**Run 1: clock nets**

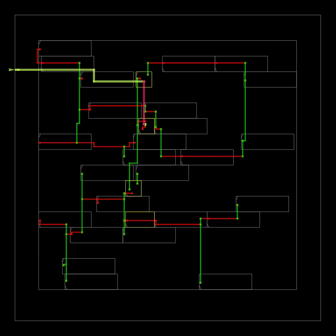
**Run 1: layout detail**

Window x 23 to 53, y 0 to 30 um. Cells in gray, sequential cells in the stronger gray; small squares are vias.
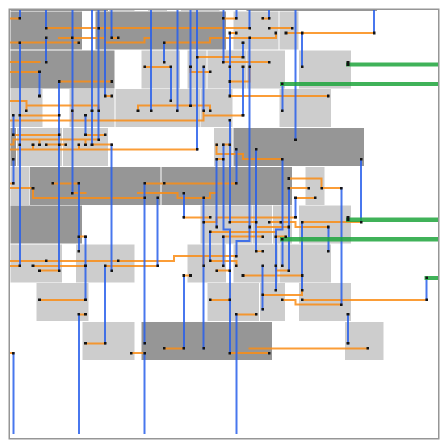
**Run 1: clock network drawn from the DEF**

The bar under the picture is 20 um long.
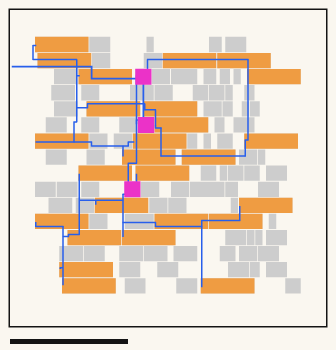
**Run 1: where the registers sit**

The bar under the picture is 20 um long. Other sequential cells in the stronger gray, the rest of the logic in the fainter gray.
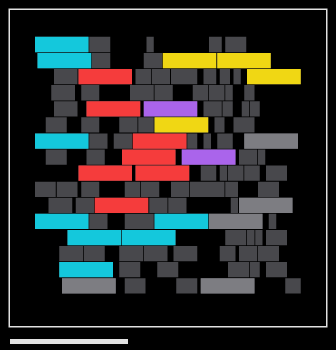
### config.mk
export PLATFORM = sky130hd
export DESIGN_NAME = spi_rx_module
export DESIGN_NICKNAME = d
export VERILOG_FILES = /design/src/rtl/spi_rx_module.sv
export SDC_FILE = /design/constraint.sdc
export NUM_CORES = 1
export LEC_CHECK = 0
export CAP_MARGIN = 10
export CORE_MARGIN = 4
export CORE_UTILIZATION = 54
export CTS_CLUSTER_SIZE = 16
export DETAILED_ROUTE_END_ITERATION = 8
export PLACE_DENSITY_LB_ADDON = 0.12
export SYNTH_ARGS = -nofsm -noshare
export SYNTH_HDL_FRONTEND = slang
export SYNTH_SLANG_ARGS = --single-unit
### constraint.sdc
create_clock -name CLK -period 2.2 [get_ports CLK]
set_input_delay 0.44 -clock CLK [delete_from_list [all_inputs] [get_ports CLK]]
set_output_delay 0.44 -clock CLK [all_outputs]
set_load 0.05 [all_outputs]
### src/rtl/spi_rx_module.sv
// SPI receive shifter: samples MISO on the selected SCK edge strobe, assembles a
// DATA_W-bit word and hands it off through a Valid/Rd_Ack holding register.
module spi_rx_module #(
    parameter logic SAMPLE_EDGE = 1'b0,
    parameter int   DATA_W      = 8,
    parameter logic LSB_FIRST   = 1'b0
) (
    input  logic              CLK,
    input  logic              RSTn,
    input  logic              MISO,
    input  logic              En,
    input  logic              H2L_Sig,
    input  logic              L2H_Sig,
    input  logic              Rd_Ack,
    output logic              Busy_Sig,
    output logic              Done_Sig,
    output logic              Valid_Sig,
    output logic              Ovr_Sig,
    output logic [DATA_W-1:0] Data
);

    localparam int               CNT_W    = $clog2(DATA_W) + 1;
    localparam logic [CNT_W-1:0] LAST_CNT = CNT_W'(DATA_W - 1);

    typedef enum logic [1:0] {IDLE, RECV, DONE} state_t;

    state_t            state;
    state_t            state_nxt;
    logic              samp;
    logic              last_samp;
    logic [CNT_W-1:0]  cnt;
    logic [DATA_W-1:0] sr;
    logic [DATA_W-1:0] sr_nxt;
    logic              ovr_pend;

    function automatic logic [DATA_W-1:0] shift_in(input logic [DATA_W-1:0] cur,
                                                   input logic              bit_in);
        if (LSB_FIRST)
            return {bit_in, cur[DATA_W-1:1]};
        else
            return {cur[DATA_W-2:0], bit_in};
    endfunction

    assign samp      = SAMPLE_EDGE ? H2L_Sig : L2H_Sig;
    assign last_samp = (state == RECV) && samp && (cnt == LAST_CNT);
    assign sr_nxt    = shift_in(sr, MISO);

    always_ff @(posedge CLK or negedge RSTn) begin
        if (!RSTn)
            state <= IDLE;
        else
            state <= state_nxt;
    end

    always_comb begin
        state_nxt = state;
        case (state)
            IDLE:    if (En) state_nxt = RECV;
            RECV:    if (last_samp) state_nxt = DONE;
            DONE:    state_nxt = IDLE;
            default: state_nxt = IDLE;
        endcase
    end

    // The word, Done and Valid are loaded on the final sample so they are all
    // visible during the DONE cycle; the overrun decision waits until the end of
    // that cycle so an Rd_Ack arriving alongside Done_Sig can still claim the old word.
    always_ff @(posedge CLK or negedge RSTn) begin
        if (!RSTn) begin
            Busy_Sig  <= 1'b0;
            Done_Sig  <= 1'b0;
            Valid_Sig <= 1'b0;
            Ovr_Sig   <= 1'b0;
            Data      <= '0;
            sr        <= '0;
            cnt       <= '0;
            ovr_pend  <= 1'b0;
        end else begin
            Done_Sig <= 1'b0;
            if (Rd_Ack && state != DONE) begin
                Valid_Sig <= 1'b0;
                Ovr_Sig   <= 1'b0;
            end
            case (state)
                IDLE: begin
                    if (En) begin
                        Busy_Sig <= 1'b1;
                        cnt      <= '0;
                        sr       <= '0;
                    end
                end
                RECV: begin
                    if (samp) begin
                        sr  <= sr_nxt;
                        cnt <= cnt + CNT_W'(1);
                    end
                    if (last_samp) begin
                        Data      <= sr_nxt;
                        Done_Sig  <= 1'b1;
                        Busy_Sig  <= 1'b0;
                        Valid_Sig <= 1'b1;
                        ovr_pend  <= Valid_Sig && !Rd_Ack;
                    end
                end
                DONE: begin
                    if (ovr_pend && !Rd_Ack)
                        Ovr_Sig <= 1'b1;
                    ovr_pend <= 1'b0;
                end
                default: ;
            endcase
        end
    end

endmodule

==> reports/metrics.cfg, run 1 <==
[outcome]
status = complete, no violations

[clock_tree]
cts_buffer_depth = 2
clk_latency_ps = 310
htreeDepth = 1
tritoncts = yes

[grt]
grt_pass1_wl_um = 3530
grt_start_max_net_pins = 27

[final_layout]
synthToLayoutAreaGrowth_pct = 23.0
most-common-layout-cells = dfrtp_1, a22o_1, clkdlybuf4s50_1, nand2_1, buf_4
nNonClkBuffers = 23
antenna_cells = 0
inverters = 3
clk_share_pct = 2.65
finalNonFillerCells = 136
largest_cell_class = sequential cells
comb_cells = 53
buffer_area_share_pct = 15.7
nets = 118
num-clock-buffers = 4

[sta]
slew_headroom_pct = 66.5
clock_skew_ps = 12.3
hold_viol_final = 0
min_period_over_period_pct = 88.7
holdWs_ps = 469

[yosys]
top_logic_kind = AND-OR/OR-AND gates
yosys_cells = 87
top_cell_area_share_pct = 58.4
synth_cell_types = 25
ys_sh_mux_pct = 9.99
syn-cell-area_um2 = 1110
synth_cells = 87
adder_share_pct = 1.12

[placed_design]
pre_cts_ws_ps = 267
io_buffer_count = 17

[floorplan]
fp-utilization_pct = 56.8
nWellTaps = 27

[setup_path]
cp-end-kind = output pin
start_kind = register
crit_chain = clkdlybuf4s50_1
criticalPathCategory = register to output pin
r2r_start = cnt[0]
worstPathArrival_ps = 1510
cpPeakStageDelay_ps = 810

[route]
drt_first_pass_iters = 3
drt_iter0_drc = 7
postRouteWirelength_um = 2010
antenna_left = 0

[job]
warnings = 27

Notes on 'clock nets' above:
CTS sink cnt: 26
flop count: 26

Notes on 'layout detail' above:
[blue] metal 2
[green] metal 3
[orange] metal 1
sequential cells in the window: 8
netlist names of flops here include: Data (2), sr (2)
most frequent: dfrtp_1 (8), clkdlybuf4s50_1 (8), a22o_1 (4)
cells with their middle in the window: 39

Notes on 'clock network drawn from the DEF' above:
[blue] clock wires | length: 256 um
[magenta] clock drivers | count: 3
[orange] flip-flops | count: 26
flops lie: all over the die

Notes on 'where the registers sit' above:
[purple] state | flops: 2
[cyan] Data | flops: 8
[yellow] cnt | flops: 4
[red] sr | flops: 7
fraction of area in registers: 47.4%
Storage cell area: 651 um2
final core occ: 69.9%
sequential cell power: 0.807 mW

[run 1: synth_stat cells]
cell type and number:
nand2_1 6, nand2b_1 1, inv_1 3, nand4_1 1
clkbuf_1 2, mux2_1 5, nor3_4 1, a21oi_1 2
or4b_1 1, ha_1 1, buf_2 2, nor3_1 1
o21bai_1 1, buf_6 1, o2bb2ai_1 2, a21o_1 1
a22o_1 17, mux2_2 4, mux2i_1 1, nand4b_1 1
o21ai_0 1, nand3_1 3, nor2b_1 1, nor2_1 2
dfrtp_1 26
[run 1: worst max path at each step]
| stage | startpoint | to | slack (ps) | cells after the start |
|---|---|---|---|---|
| finish | Valid_Sig | Valid_Sig | 250 | 1 |
| global route | Ovr_Sig | Ovr_Sig | 190 | 1 |
| CTS | Valid_Sig | Valid_Sig | 230 | 1 |
| detailed placement | L2H_Sig | Data[2] | 270 | 5 |
| global placement | L2H_Sig | Data[3] | 290 | 5 |
| floorplan | cnt[0] | Data[0] | 680 | 5 |
[run 1: layer usage]
metal / share of wire [%] / GRT usage [%]
met1: 46 / 20.7
met2: 50 / 29.8
met3: 3.7 / 3.66
met4: 0.35 / 6.38
met5: 0 / 0
[run 1: power breakdown]
group / internal [mW] / switching (mW) / total, mW
Combinational: 0.360 / 0.470 / 0.831
Clock: 0.101 / 0.130 / 0.231
Sequential: 0.660 / 0.148 / 0.807
[run 1: flip-flops by register name, indices dropped and copies added, names as in the netlist]
signal / flops
Data: 8
Busy_Sig: 1
Valid_Sig: 1
Done_Sig: 1
cnt: 4
Ovr_Sig: 1
ovr_pend: 1
state: 2
sr: 7
## Run 2: what changed since run 1
--- a/config.mk
+++ b/config.mk
@@ -10,6 +10,7 @@
 export CORE_UTILIZATION = 54
 export CTS_CLUSTER_SIZE = 16
 export DETAILED_ROUTE_END_ITERATION = 8
+export HOLD_SLACK_MARGIN = 0.1
 export PLACE_DENSITY_LB_ADDON = 0.12
 export SYNTH_ARGS = -nofsm -noshare
 export SYNTH_HDL_FRONTEND = slang
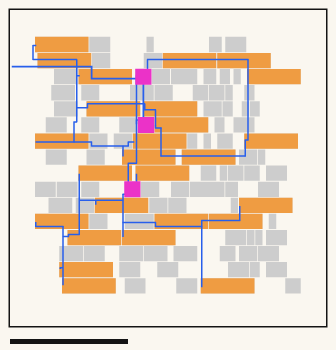
**Above:** run 2 (clock network drawn from the DEF).
The bar under the picture is 20 um long.
[magenta] clock drivers | count: 3
[blue] clock wires | length: 256 um
[orange] flip-flops | count: 26
flops lie: all over the die
routed clock nets: 4

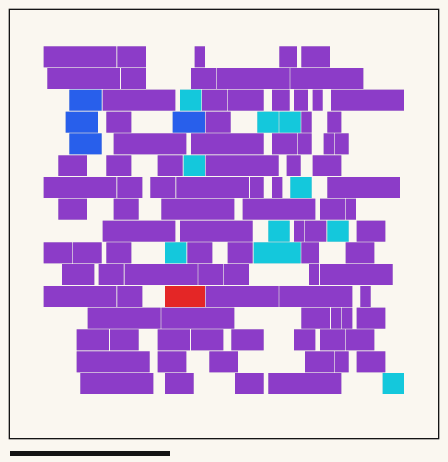
**Above:** run 2 (cells by drive strength).
The bar under the picture is 20 um long.
[red] _6 and larger | cells: 1 | share: 0.92% | most used: clkbuf_8
[cyan] _3 and _4 cells | cells: 10 | share: 9.2% | most used: buf_4
[blue] _2 cells | cells: 4 | share: 3.7% | most used: mux2_2
[purple] _0 and _1 cells | cells: 94 | share: 86% | most used: dfrtp_1

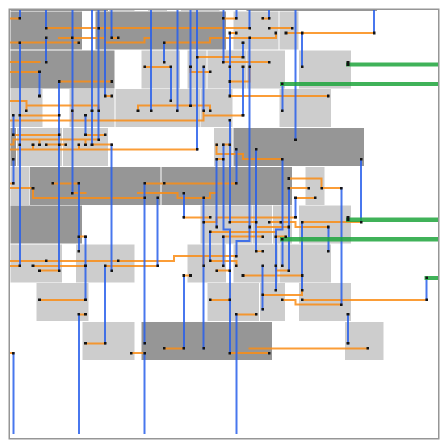
**Above:** run 2 (layout detail).
Window x 23 to 53, y 0 to 30 um. Cells in gray, sequential cells in the stronger gray; small squares are vias.
[blue] metal 2
[green] metal 3
[orange] metal 1
netlist names of flops here include: Data (2), sr (2)
sequential cells in the window: 8
cells with their middle in the window: 39
most frequent: dfrtp_1 (8), clkdlybuf4s50_1 (8), a22o_1 (4)

==> run 2 against run 1 <==
  * Area after synthesis unchanged
  * Critical path type unchanged
  * Design area unchanged
  * Critical path depth unchanged
  * Largest cell class unchanged
  * Synthesized cell count unchanged
  * Core utilization unchanged
  * Highest routed layer unchanged
==> reports/metrics.cfg, run 2 <==
[outcome]
status = complete, no violations

[setup_path]
cpPeakStageDelay_ps = 810
crit_cells = 1
start_kind = register
crit_end = Valid_Sig

[final_layout]
final-seq-area_um2 = 651
clk_share_pct = 2.65
comb_cells = 53
most-common-layout-cells = dfrtp_1, a22o_1, clkdlybuf4s50_1, nand2_1, buf_4
antenna_cells = 0
num-clock-buffers = 4
largest_register_ff_count = 8
synthToLayoutAreaGrowth_pct = 23.0
flops = 26
top_regs = Data (8), sr (7), cnt (4)

[clock_tree]
htreeDepth = 1

[floorplan]
fp-utilization_pct = 56.8
nWellTaps = 27

[yosys]
ys_top_cells_by_count = dfrtp_1, a22o_1, nand2_1, mux2_1, mux2_2
synthArstFlopShare_pct = 100
syn-cell-area_um2 = 1110
edf_count = 0
ys.flop_type = dfrtp_1

[sta]
clock_skew_ps = 12.3
holdWs_ps = 469
min_period_over_period_pct = 88.7

[job]
warnings = 27

[grt]
grt_start_max_net_pins = 27

[placed_design]
io_buffer_count = 17

[route]
antenna_left = 0

run 2: cell counts in the layout (fill, tap and decap cells not counted):
No cell type changed its count.
run 2: logic make-up after synthesis:
| logic type | Yosys count | synth area share, % |
|---|---|---|
| AOI/OAI and AO/OA | 24 | 17.6 |
| adders and majority gates | 1 | 1.12 |
| buffers and inverters | 8 | 3.59 |
| DFF | 26 | 58.4 |
| muxes | 10 | 9.99 |
| and+or+nand+nor | 18 | 9.32 |
run 2: report_power, final:
part           switching, mW  leakage [nW]  internal, mW
combinational          0.470         0.292         0.360
clock                  0.130        0.0210         0.101
sequential             0.148         0.336         0.660
run 2: stage by stage:
step / instance area [um2] / instances / setup slack (ps) / utilization (%) / total power, mW
after global routing: 1370 / 136 / 185 / 69.9 / 1.99
after detailed placement: 1340 / 132 / 267 / 68.0 / 1.65
after CTS: 1370 / 136 / 228 / 69.9 / 1.89
after floorplan: 1110 / 87 / 682 / - / 1.38
after global placement: 1340 / 132 / 293 / 68.0 / 1.62
final: 1370 / 136 / 249 / 69.9 / 1.87
run 2: worst min-delay path by stage:
stage / start / endpoint / slack [ps] / cells past startpoint
finish: RSTn / sr[4] / 470 / 2
global placement: Data[1] / Data[1] / 470 / 1
detailed placement: Data[1] / Data[1] / 480 / 1
CTS: RSTn / Busy_Sig / 480 / 2
floorplan: RSTn / Busy_Sig / 140 / 0
global route: RSTn / Valid_Sig / 490 / 2
run 2: per-layer routing:
metal / global-route usage, % / vias to the layer above / routed length (um)
met3: 3.66 / 2 / 75
met2: 29.8 / 10 / 1010
met5: 0 / - / 0
met4: 6.38 / 0 / 7
met1: 20.7 / 382 / 918
li1: - / 364 / -
Power figures rest on the tool's default switching activity, not on a simulated workload.
